Design signed_seq_divider, sky130hd; sources not shown.
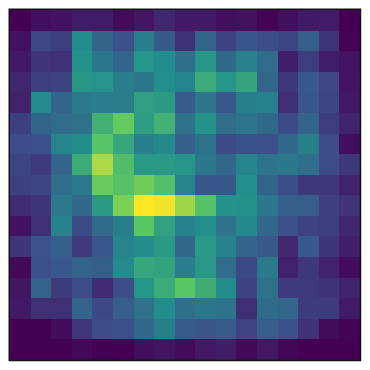
**Above:** signal metal coverage by tile.
Scale: 4 px per um. 17 x 17 tiles, from dark purple (low) to yellow (high), scaled to the fullest tile. Values are wire area over tile area, all layers added.
nearly empty tiles: 5.5%
mean over tiles: 0.24
tiles over half the peak: 16%
fullest tile: 0.80
densest ninth of the die: middle
wire per inst: 16.9 um
via count: 3,982

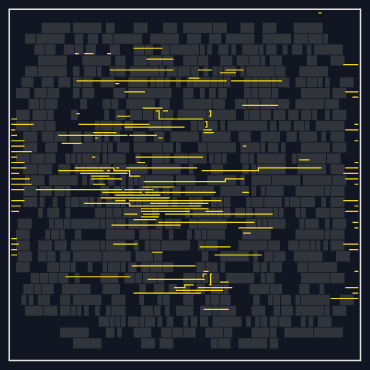
**Above:** M3 wires.
Scale: 4 px per um.
main direction: horizontal
longest straight run: 37.3 um
wire length on this layer: 872 um
Post-Route WL: 11,100 um
GRT met3 Usage: 5.69%

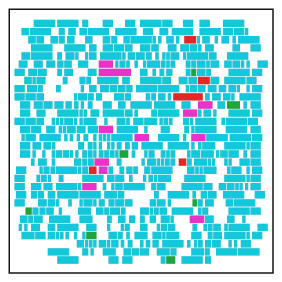
**Above:** drive-strength map.
Scale: 3 px per um.
[cyan] _0 and _1 cells | cells: 538
[magenta] _6 and larger | cells: 11
[green] _2 cells | cells: 7
[red] _3 and _4 cells | cells: 5
Non-clk bufs: 85
Final Cell Area: 4860 um^2
setup ws final: 0.149 ns
area added between synthesis and finish: 21.0%

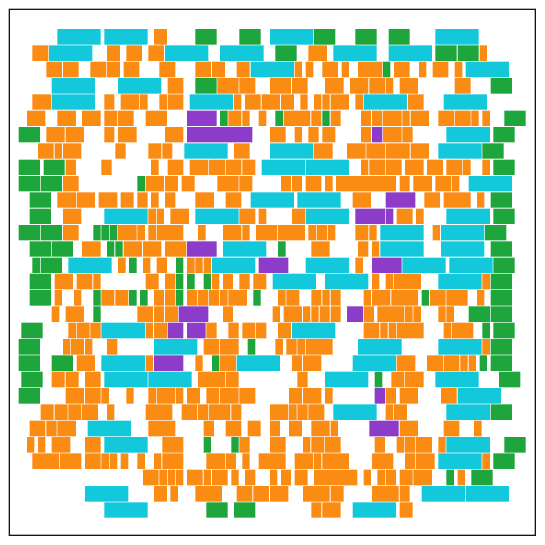
**Above:** placed cells, one color a class.
Scale: 6 px per um.
[green] other buffers and delay cells | cells: 85 | share of their area: 14%
[orange] combinational and other logic | cells: 393 | share of their area: 54%
[cyan] flops | cells: 67 | share of their area: 28%
[purple] clock drivers and dummy loads | cells: 16 | share of their area: 4.0%
Finished Core Util: 70.3%
row cnt: 30
sequential share of cell area: 27.6%

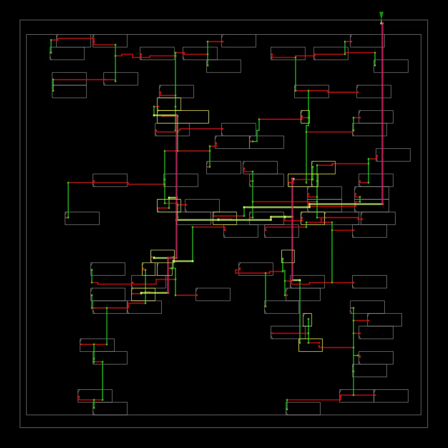
**Above:** clock nets.
# clock sinks: 67
flop count: 67
Final Skew: 0.00747 ns

==> Changelog: implementation <==
### Physical design

- Peak Freq: 377 MHz
- Sw Ratio: 45.7%
- Top power group: combinational logic
- Fillers: 621
- Max FO, Critical Path: 9
- CTS tree: done
- Critical path type: reg2reg
- CTS H-tree lvls: 3
- Synth top area share: 33.4%
- Layout cells sized above 1: 4.10%
- CP max stage delay: 0.56 ns
- DR top layer: met4
- Count of library flops with an enable pin: 0
- Clock Tree Root: clkbuf_8
- OpenROAD warnings: 29
- Worst hold-check path type: in2reg
- Sequential share of the synthesized area: 33.4%
- Most common cell in the synthesized netlist: nor2_1
- Clock tree buffer depth: 2
- Synth Area in Adders: 5.80%
- Combinational Gates: 370
- Clock group power: 0.803 mW
- Area contributors post-synth: dfxtp_1 33%, a211oi_1 9.4%, nor2_1 6.5%, xor2_1 6.1%, ha_1 5.3%
- Clock Latency Late Sink: 0.34 ns
- Layout clock area frac: 3.94%
- Final RePlAce weighted congestion: 0.921
- ANT nets after route: 0
- Tmin final: 2.65 ns
- Die extent in x: 87.4 um
- Status: finished clean
- Clock transition at path regs: 0.07 ns
- Met2 usage: 49.3%
- GRT Overall Usage: 30.5%
- Grt peak-use layer: met2
- Most numerous logic cell after layout: nor2_1
- Number of hold buffers added after cts: 0
- Inverters: 23
- Met2 wire len: 5030 um
- First-pass DRT Iterations: 6
- I/O Buffers: 53
- Routing usage on met1: 40.2%
- Yosys synthesis chip area: 4010 um^2
- Critical path data arrival time: 2.88 ns
- Clock buffers: 10
- Pin count of the biggest net entering global routing: 13
- Finish-stage setup viols: 0
- FF+latch count, synth: 67
- Post-Layout Cell Count: 657
- Total core area: 6910 um^2
- Pins Over Slew Limit: 0
- Metal-1 WL: 4910 um
- Syn nets: 537
- Seq pwr: 1.52 mW
- Leak Pwr: 1.73 nW
- Sw power: 2.33 mW
- Vias per cell: 6.06
- Reg2Reg Depth: 7
- Worst vdd ir: 0.447 mV
- # Cells Yosys: 492
- AO/OA Area Share: 25.3%
- Max-cap violations: 0
- Synth Area per Inst: 8.16 um^2
- Leading cell kind: combinational gates
- Hold WS: 0.382 ns
- Flop pwr share: 29.9%
- Placed cells: 641
- Initial antenna violation count: 0
- Comb power frac: 54.3%
- Dominant logic cell types in the final layout: 69 x nor2_1, 67 x dfxtp_1, 53 x clkdlybuf4s50_1, 50 x a211oi_1, 32 x clkbuf_1
- Total power: 5.09 mW
- Crit-path slowest cell: o31ai_1
- Post-DP HPWL: 8310 um
- Mapped cell area: 4010 um^2
- FFs w/ async S/R, synth: 0%
- CTS-repair resized insts: 0
- 1st-iter DRT viols: 346
- Comb area: 2470 um^2
- Place WS: 0.227 ns
- # Post-CTS Setup Buffers: 0
- Die height: 87.4 um
- Crit path max-delay family: AND-OR/OR-AND gates
- Clk pwr share: 15.8%
- Top cells by count: 69 x nor2_1, 67 x dfxtp_1, 50 x a211oi_1, 31 x clkbuf_1, 28 x xor2_1
- Cell internal pwr: 2.76 mW
- Final period util: 94.7%
- Startpoint types: register
- Post-synth top area cell: dfxtp_1
- CTS Buf Count: 9
- FF/Latch Area: 1340 um^2
- Tap cells: 96
- XOR/XNOR Fraction of Synth Area: 8.73%
- First-pass GRT wire length: 17,800 um
- Data buffer area share: 13.4%
- R2r setup slk: 0.15 ns
- Setup TNS: 0 ns
- Diode count: 0
- Combinational power: 2.76 mW
- Detailed-route DRC error count: 0
- Yosys cell types: 52
- Hold Path Stages: 3
- PwrDens: 1050 nW/um^2
- Yosys Warn Count: 0
- Buf/Inv on CP: 1
- Grt ovf: 0
- Most used flip-flop cell: dfxtp_1
- MUX share of area: 2.24%
- Crit path capture type: register
- Unrepaired setup endpoints after global routing: no
- Worst slew pin tran: 0.673 ns
- Comb area share: 50.8%
- Initial Utilization: 58.1%
- WP data required: 3.03 ns
- Full die area: 7640 um^2
- Crit path depth: 7
No activity file was given, so power comes from the tool's default toggle rates.
